**src/rtl/tunnel_score_keeper.sv**
```systemverilog
// Crash and score keeper for the tunnel game: classifies square arrivals at depth 0,
// keeps a saturating BCD score and a lives counter. Optional autopilot: TUNNEL_AUTOPILOT_EN.
module tunnel_score_keeper #(
    parameter int N_SQ   = 4,
    parameter int CW     = 9,
    parameter int DW     = 6,
    parameter int DIGITS = 3,
    parameter int LIVES  = 3,
    parameter int X_LO   = 0,
    parameter int X_HI   = 127,
    parameter int Y_LO   = -32,
    parameter int Y_HI   = 93
) (
    input  logic                  clk,
    input  logic                  rst,
    input  logic                  restart,
    input  logic [N_SQ*CW-1:0]    xc,
    input  logic [N_SQ*CW-1:0]    yc,
    input  logic [N_SQ*DW-1:0]    d,
    output logic [DIGITS*4-1:0]   score,
    output logic [3:0]            lives,
    output logic                  crashed,
    output logic                  go,
    output logic                  hit_pulse,
    output logic                  miss_pulse,
    output logic [3:0]            arrow
);

    localparam logic signed [CW-1:0] X_LO_C  = CW'(X_LO);
    localparam logic signed [CW-1:0] X_HI_C  = CW'(X_HI);
    localparam logic signed [CW-1:0] Y_LO_C  = CW'(Y_LO);
    localparam logic signed [CW-1:0] Y_HI_C  = CW'(Y_HI);
    localparam logic [3:0]           LIVES_C = 4'(LIVES);

    logic [N_SQ-1:0]     d_nz;
    logic [N_SQ-1:0]     in_win;
    logic [N_SQ-1:0]     arrival;
    logic [N_SQ-1:0]     armed_q;
    logic [N_SQ-1:0]     arr_q;
    logic [N_SQ-1:0]     in_q;
    logic [N_SQ-1:0]     hit_vec;
    logic                miss_any;
    logic [3:0]          hit_cnt;
    logic [DIGITS*4-1:0] score_q;
    logic [DIGITS*4-1:0] score_sum;
    logic [DIGITS*4-1:0] score_next;
    logic [3:0]          lives_q;
    logic [4:0]          dsum;
    logic                carry;

    for (genvar g = 0; g < N_SQ; g++) begin : g_slot
        logic signed [CW-1:0] xs;
        logic signed [CW-1:0] ys;
        assign xs          = xc[g*CW +: CW];
        assign ys          = yc[g*CW +: CW];
        assign d_nz[g]     = |d[g*DW +: DW];
        assign in_win[g]   = (xs >= X_LO_C) && (xs <= X_HI_C) &&
                             (ys >= Y_LO_C) && (ys <= Y_HI_C);
    end

    // A slot fires once per visit to depth 0; leaving 0 re-arms it.
    assign arrival = armed_q & ~d_nz;

    // NOTE: sequential state uses non-blocking assignments so every register
    // samples pre-edge values regardless of block ordering.
    always_ff @(posedge clk or negedge rst) begin
        if (!rst) begin
            armed_q <= '1;
        end else if (restart) begin
            armed_q <= '1;
        end else begin
            armed_q <= (armed_q & ~arrival) | d_nz;
        end
    end

    always_ff @(posedge clk or negedge rst) begin
        if (!rst) begin
            arr_q <= '0;
            in_q  <= '0;
        end else if (restart) begin
            arr_q <= '0;
            in_q  <= '0;
        end else begin
            arr_q <= arrival;
            in_q  <= in_win;
        end
    end

    assign hit_vec  = arr_q & in_q;
    assign miss_any = |(arr_q & ~in_q);

    // NOTE: every always_comb output gets a default first so no path can
    // leave it unassigned and infer a latch.
    always_comb begin
        hit_cnt = '0;
        for (int i = 0; i < N_SQ; i++) begin
            hit_cnt = hit_cnt + 4'(hit_vec[i]);
        end
    end

    // Ripple BCD add of the hit count; carry out of the top digit means the
    // sum passed all 9s, so the score pins there instead of wrapping.
    always_comb begin
        score_sum = score_q;
        carry     = 1'b0;
        dsum      = '0;
        for (int k = 0; k < DIGITS; k++) begin
            dsum = {1'b0, score_q[k*4 +: 4]} + {4'b0, carry};
            if (k == 0) begin
                dsum = dsum + {1'b0, hit_cnt};
            end
            if (dsum > 5'd9) begin
                score_sum[k*4 +: 4] = 4'(dsum - 5'd10);
                carry               = 1'b1;
            end else begin
                score_sum[k*4 +: 4] = dsum[3:0];
                carry               = 1'b0;
            end
        end
        score_next = carry ? {DIGITS{4'h9}} : score_sum;
    end

    always_ff @(posedge clk or negedge rst) begin
        if (!rst) begin
            score_q    <= '0;
            lives_q    <= LIVES_C;
            hit_pulse  <= 1'b0;
            miss_pulse <= 1'b0;
        end else if (restart) begin
            score_q    <= '0;
            lives_q    <= LIVES_C;
            hit_pulse  <= 1'b0;
            miss_pulse <= 1'b0;
        end else begin
            hit_pulse  <= 1'b0;
            miss_pulse <= 1'b0;
            // go implies lives_q is nonzero, so the decrement cannot underflow.
            if (go) begin
                if (|hit_vec) begin
                    score_q   <= score_next;
                    hit_pulse <= 1'b1;
                end
                if (miss_any) begin
                    lives_q    <= lives_q - 4'd1;
                    miss_pulse <= 1'b1;
                end
            end
        end
    end

    assign score   = score_q;
    assign lives   = lives_q;
    assign crashed = (lives_q == 4'd0);
    assign go      = ~crashed;

`ifdef TUNNEL_AUTOPILOT_EN
    localparam logic signed [CW-1:0] T16 = CW'(16);
    localparam logic signed [CW-1:0] T48 = CW'(48);
    localparam logic signed [CW-1:0] T80 = CW'(80);

    logic                 sel_valid;
    logic [DW-1:0]        sel_d;
    logic signed [CW-1:0] sel_x;
    logic signed [CW-1:0] sel_y;
    logic [3:0]           arrow_next;
    logic [3:0]           arrow_q;

    // Strict less-than keeps the lowest index on equal depths.
    always_comb begin
        sel_valid = 1'b0;
        sel_d     = '1;
        sel_x     = '0;
        sel_y     = '0;
        for (int i = 0; i < N_SQ; i++) begin
            if (armed_q[i] && d_nz[i] && (!sel_valid || d[i*DW +: DW] < sel_d)) begin
                sel_valid = 1'b1;
                sel_d     = d[i*DW +: DW];
                sel_x     = xc[i*CW +: CW];
                sel_y     = yc[i*CW +: CW];
            end
        end
        arrow_next = sel_valid ? {sel_x > T80, sel_x < T48, sel_y >= T48, sel_y < T16} : 4'b0;
    end

    always_ff @(posedge clk or negedge rst) begin
        if (!rst) begin
            arrow_q <= 4'b0;
        end else begin
            arrow_q <= arrow_next;
        end
    end

    assign arrow = arrow_q;
`else
    assign arrow = 4'b0;
`endif

endmodule
```
**config.mk**
```make
export PLATFORM = sky130hd
export DESIGN_NAME = tunnel_score_keeper
export DESIGN_NICKNAME = d
export VERILOG_FILES = /design/src/rtl/tunnel_score_keeper.sv
export SDC_FILE = /design/constraint.sdc
export NUM_CORES = 1
export LEC_CHECK = 0
export ABC_AREA = 1
export CORE_ASPECT_RATIO = 1.2
export CORE_MARGIN = 4
export CORE_UTILIZATION = 40
export CTS_BUF_LIST = sky130_fd_sc_hd__clkbuf_16
export CTS_CLUSTER_SIZE = 25
export DETAILED_ROUTE_END_ITERATION = 10
export GPL_TIMING_DRIVEN = 0
export PLACE_DENSITY = 0.87
export REMOVE_ABC_BUFFERS = 1
export SLEW_MARGIN = 20
export SYNTH_ARGS = -nofsm -noshare
export SYNTH_HDL_FRONTEND = slang
export SYNTH_SLANG_ARGS = --single-unit
```
**constraint.sdc**
```tcl
create_clock -name clk -period 7.6 [get_ports clk]
set_input_delay 1.14 -clock clk [delete_from_list [all_inputs] [get_ports clk]]
set_output_delay 1.14 -clock clk [all_outputs]
set_load 0.02 [all_outputs]
```
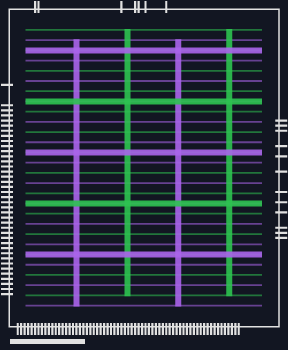
Fig. 1. Power grid.
The bar under the picture is 20 um long. Pins as bars on the die edge.
Key: VDD = green; VSS = purple
4 straps on met4. 28 met1 rails follow the rows.
vertical die dimension: 84.2 um
placeable core region: 4630 um^2
Die Width: 71.5 um
worst-case vdd ir drop: 0.0902 mV

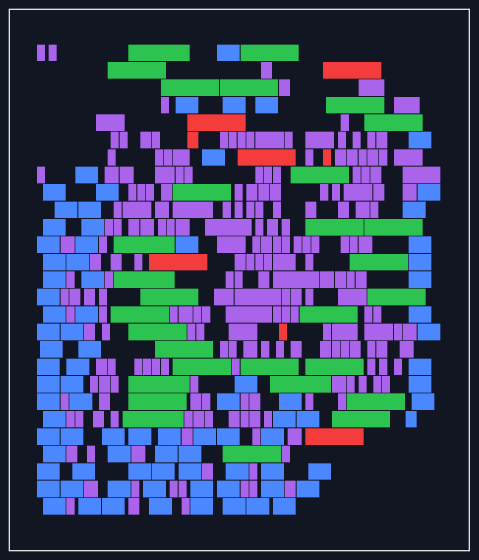
Fig. 2. Placed cells, one color a class.
Key: flops = green [cells 30]; combinational and other logic = purple [cells 219]; clock drivers and dummy loads = red [cells 8]; other buffers and delay cells = blue [cells 86]

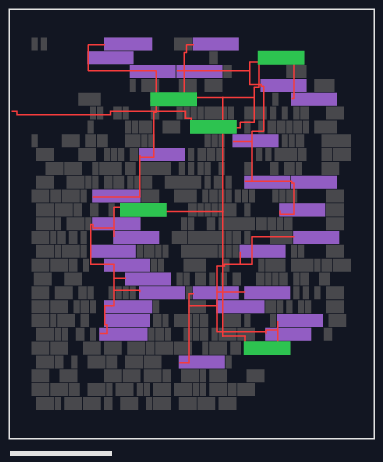
Fig. 3. Clock distribution.
The bar under the picture is 20 um long.
Key: clock drivers = green [count 5]; flip-flops = purple [count 30]; clock wires = red [length 450 um]
There are 6 routed clock nets.

==> summary.txt <==
fresh numbers from the pnr run: Fin Hold WS=0.464 ns, multi-input gate count=186, leading cell types by count after synthesis=sky130_fd_sc_hd__nand2_1 (80), sky130_fd_sc_hd__inv_1 (30), sky130_fd_sc_hd__dfrtp_1 (24), total track usage=0.173, final std cells w/o fill=401, area fraction of the dominant cell type after synthesis=0.310, Signal buf overhead=0.288, measured slew at the worst slew-check pin=0.657 ns, Storage cell area=758 um^2, detailed-placement wirelength estimate=3930 um, post-synthesis sequential area ratio=0.392, ports placed on the boundary=123, RSZ-0062 raised after global routing=no, net switching component of the power=103 uW, Compound-Gate Fraction of Synth Area=0.0575, Yosys warning total=0, logic share of the area=0.343, number of levels the H-tree was split into=2, leading cell type by number of instances after synthesis=sky130_fd_sc_hd__nand2_1, run status=complete, no violations, P_comb=77.7 uW, number of setup violations in the final report=0, worst setup path endpoint=score[1], Layout area overhead=53.5%, Logic inverters=33, part of the total power dissipated in combinational logic=0.180, number of nets in the finished design=453, beginning of the critical path=in_q[0], clock-pin slew on the worst setup and hold paths=0.05 ns
Power figures rest on the tool's default switching activity, not on a simulated workload.
